`config.mk`:
```
export PLATFORM = sky130hd
export DESIGN_NAME = comp_branch_seq
export DESIGN_NICKNAME = d
export VERILOG_FILES = /design/src/rtl/comp_branch_seq.sv
export SDC_FILE = /design/constraint.sdc
export NUM_CORES = 1
export LEC_CHECK = 0
export CELL_PAD_IN_SITES_DETAIL_PLACEMENT = 1
export CELL_PAD_IN_SITES_GLOBAL_PLACEMENT = 1
export CORE_ASPECT_RATIO = 0.5
export CORE_MARGIN = 8
export CORE_UTILIZATION = 39
export CTS_BUF_LIST = sky130_fd_sc_hd__clkbuf_4
export CTS_CLUSTER_DIAMETER = 150
export DETAILED_ROUTE_END_ITERATION = 7
export PLACE_DENSITY_LB_ADDON = 0.1
export SYNTH_ARGS = -nofsm -noshare
export SYNTH_HDL_FRONTEND = slang
export SYNTH_SLANG_ARGS = --single-unit
export TNS_END_PERCENT = 5
```
`constraint.sdc`:
```
create_clock -name clk -period 2.43 [get_ports clk]
set_input_delay 0.486 -clock clk [delete_from_list [all_inputs] [get_ports clk]]
set_output_delay 0.486 -clock clk [all_outputs]
set_load 0.02 [all_outputs]
```
`src/rtl/comp_branch_seq.sv`:
```
// Multi-cycle branch/set comparator: compares two operands SLICE bits per cycle, MSB slice first,
// and reports equality, less-than and the mode-selected branch condition behind a start/busy/done handshake.
module comp_branch_seq #(
  parameter int unsigned MSB   = 31,
  parameter int unsigned SLICE = 8
) (
  input  logic           clk,
  input  logic           reset,
  input  logic           start,
  input  logic [2:0]     modo,
  input  logic [MSB:0]   rdd1,
  input  logic [MSB:0]   rdd2,
  output logic           busy,
  output logic           done,
  output logic           f_iguales,
  output logic           f_menor,
  output logic           f_resultado
);

  localparam int unsigned W   = MSB + 1;
  localparam int unsigned NSL = W / SLICE;
  localparam int unsigned CW  = (NSL > 1) ? $clog2(NSL) : 1;

  localparam logic [2:0] M_EQ  = 3'b000;
  localparam logic [2:0] M_NE  = 3'b001;
  localparam logic [2:0] M_LTZ = 3'b010;
  localparam logic [2:0] M_GEZ = 3'b011;
  localparam logic [2:0] M_LEZ = 3'b100;
  localparam logic [2:0] M_GTZ = 3'b101;
  localparam logic [2:0] M_LT  = 3'b110;

  typedef enum logic [1:0] {
    S_IDLE,
    S_BUSY,
    S_DONE
  } state_t;

  state_t         state, state_n;
  logic [MSB:0]   a_q, a_n, b_q, b_n;
  logic [2:0]     modo_q, modo_n;
  logic           eq_acc, eq_acc_n, lt_acc, lt_acc_n;
  logic [CW-1:0]  cnt, cnt_n;
  logic           busy_n, done_n, ig_n, me_n, res_n;

  logic [MSB:0]   a_prep, b_prep;
  logic [SLICE-1:0] a_sl, b_sl;
  logic           sl_diff, eq_upd, lt_upd, res_upd, zero_b, sgn;

  // Operand preparation: zero-compare modes substitute b=0; signed modes flip the sign bits
  // so the slice engine only ever needs an unsigned compare.
  always_comb begin
    zero_b = (modo >= M_LTZ) && (modo <= M_GTZ);
    sgn    = (modo >= M_LTZ) && (modo <= M_LT);
    a_prep = rdd1;
    b_prep = zero_b ? '0 : rdd2;
    if (sgn) begin
      a_prep[MSB] = ~a_prep[MSB];
      b_prep[MSB] = ~b_prep[MSB];
    end
  end

  // Current slice verdict; the first differing slice decides lt, later slices are ignored.
  always_comb begin
    a_sl    = a_q[MSB -: SLICE];
    b_sl    = b_q[MSB -: SLICE];
    sl_diff = (a_sl != b_sl);
    eq_upd  = eq_acc & ~sl_diff;
    lt_upd  = (eq_acc & sl_diff) ? (a_sl < b_sl) : lt_acc;
    case (modo_q)
      M_EQ:    res_upd = eq_upd;
      M_NE:    res_upd = ~eq_upd;
      M_GEZ:   res_upd = ~lt_upd;
      M_LEZ:   res_upd = lt_upd | eq_upd;
      M_GTZ:   res_upd = ~lt_upd & ~eq_upd;
      default: res_upd = lt_upd;
    endcase
  end

  always_comb begin
    state_n  = state;
    a_n      = a_q;
    b_n      = b_q;
    modo_n   = modo_q;
    eq_acc_n = eq_acc;
    lt_acc_n = lt_acc;
    cnt_n    = cnt;
    busy_n   = 1'b0;
    done_n   = 1'b0;
    ig_n     = f_iguales;
    me_n     = f_menor;
    res_n    = f_resultado;
    case (state)
      S_BUSY: begin
        busy_n   = 1'b1;
        eq_acc_n = eq_upd;
        lt_acc_n = lt_upd;
        a_n      = a_q << SLICE;
        b_n      = b_q << SLICE;
        cnt_n    = cnt + CW'(1);
        if (cnt == CW'(NSL - 1)) begin
          state_n = S_DONE;
          busy_n  = 1'b0;
          done_n  = 1'b1;
          cnt_n   = '0;
          ig_n    = eq_upd;
          me_n    = lt_upd;
          res_n   = res_upd;
        end
      end
      default: begin
        if (state == S_DONE) state_n = S_IDLE;
        if (start) begin
          state_n  = S_BUSY;
          busy_n   = 1'b1;
          a_n      = a_prep;
          b_n      = b_prep;
          modo_n   = modo;
          eq_acc_n = 1'b1;
          lt_acc_n = 1'b0;
          cnt_n    = '0;
        end
      end
    endcase
  end

  always_ff @(posedge clk) begin
    if (reset) begin
      state       <= S_IDLE;
      a_q         <= '0;
      b_q         <= '0;
      modo_q      <= '0;
      eq_acc      <= 1'b0;
      lt_acc      <= 1'b0;
      cnt         <= '0;
      busy        <= 1'b0;
      done        <= 1'b0;
      f_iguales   <= 1'b0;
      f_menor     <= 1'b0;
      f_resultado <= 1'b0;
    end else begin
      state       <= state_n;
      a_q         <= a_n;
      b_q         <= b_n;
      modo_q      <= modo_n;
      eq_acc      <= eq_acc_n;
      lt_acc      <= lt_acc_n;
      cnt         <= cnt_n;
      busy        <= busy_n;
      done        <= done_n;
      f_iguales   <= ig_n;
      f_menor     <= me_n;
      f_resultado <= res_n;
    end
  end

endmodule
```
==> reports/metrics.yaml <==
wirelength_um: 10300
ys_sh_simple_pct: 18.3
vias: 3086
async_reset_ff_share_pct: 0
setup_ws_ns: 0.371
numCtsBuffers: 9
nWellTaps: 117
gr-usage-met3_pct: 4.71
cp.required_ns: 2.77
synth.area.top_cells: "dfxtp_1 45%, mux2i_1 9.2%, nor2_1 8.6%"
fin_cells: 570
clock_power_mw: 1.00
fill_cells: 984
ys_seq_elements: 78
critical_path_depth: 7
p_clk_share_pct: 33.7
status: "finished clean"
endpoint_kind: "flip-flop"
mux_share_pct: 9.20
nNonClkInverters: 12
buffers: 82
layout.nets: 529
ir_drop_v: 0.000264
use_met2_pct: 27.1
chip_area_um2: 12400
r2r-start: "b_q[29]"
routed_via_density: 5.41
yosysChipArea_um2: 3480
yosys_warnings: 0
internal-power_mw: 2.16
final.setup_skew_ns: 0.0168
layout_top_cell: "nor2_1"
synth_area_leader_cell: "dfxtp_1"
holdPathEnd: "f_resultado"
antenna_found_initial: 0
netlist.area_leader.share_pct: 44.9
crit_family: "AND-OR/OR-AND gates"
placed_area_um2: 4320
Figure 1. Placed cells, one colour a class.
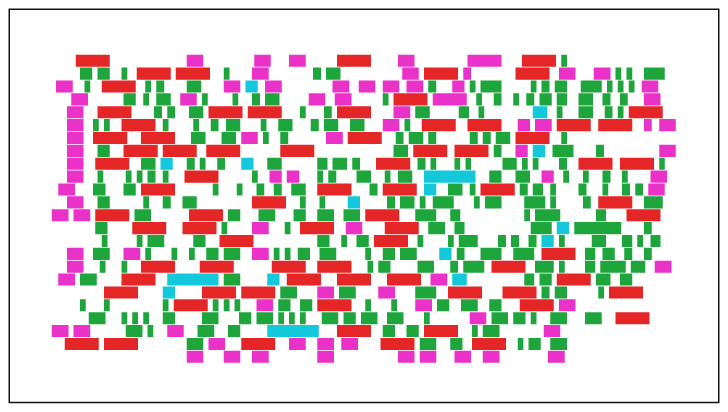
Green shows remaining logic cells, cells 277, share of their area 41%. Red shows registers, cells 78, share of their area 36%. Cyan shows clock drivers and dummy loads, cells 16, share of their area 4.4%. Magenta shows remaining buffers and delay cells, cells 82, share of their area 19%.

Figure 2. Wiring by layer.
Scale bar: 50 um.
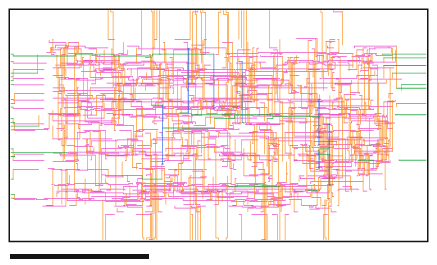
Orange shows M2, wire length 4,810 um. Blue shows M4, wire length 129 um. Green shows M3, wire length 416 um. Magenta shows M1, wire length 4,960 um.

Figure 3. Where the registers sit.
Scale bar: 50 um. Other sequential cells in the stronger grey, the rest of the logic in the fainter grey.
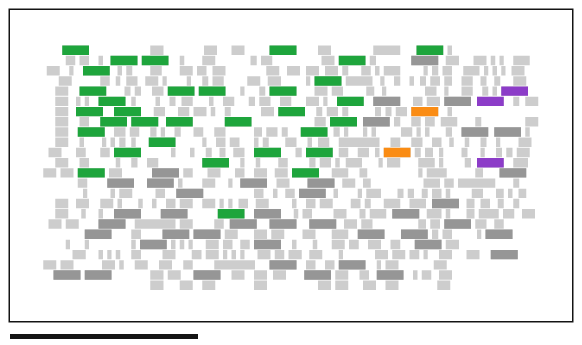
Orange shows `state`, sequential cells 2. Green shows `b_q`, sequential cells 32. Purple shows `modo_q`, sequential cells 3.

Figure 4. Signal metal coverage by tile.
Scale bar: 50 um. 30 x 17 tiles, from dark blue (low) to red (high), scaled to the fullest tile. Values are wire area over tile area, all layers added.
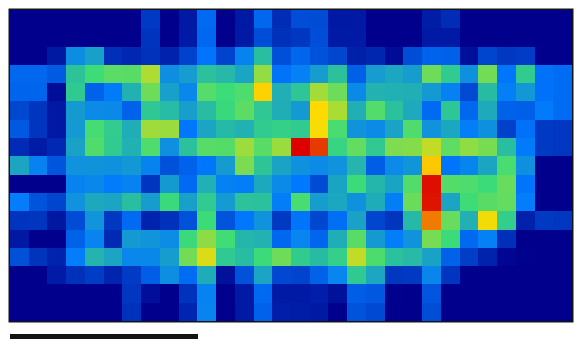
The densest ninth of the die: middle. The mean over all tiles is 0.13. The fullest tile reaches 0.52. 20% of the tiles are nearly empty.

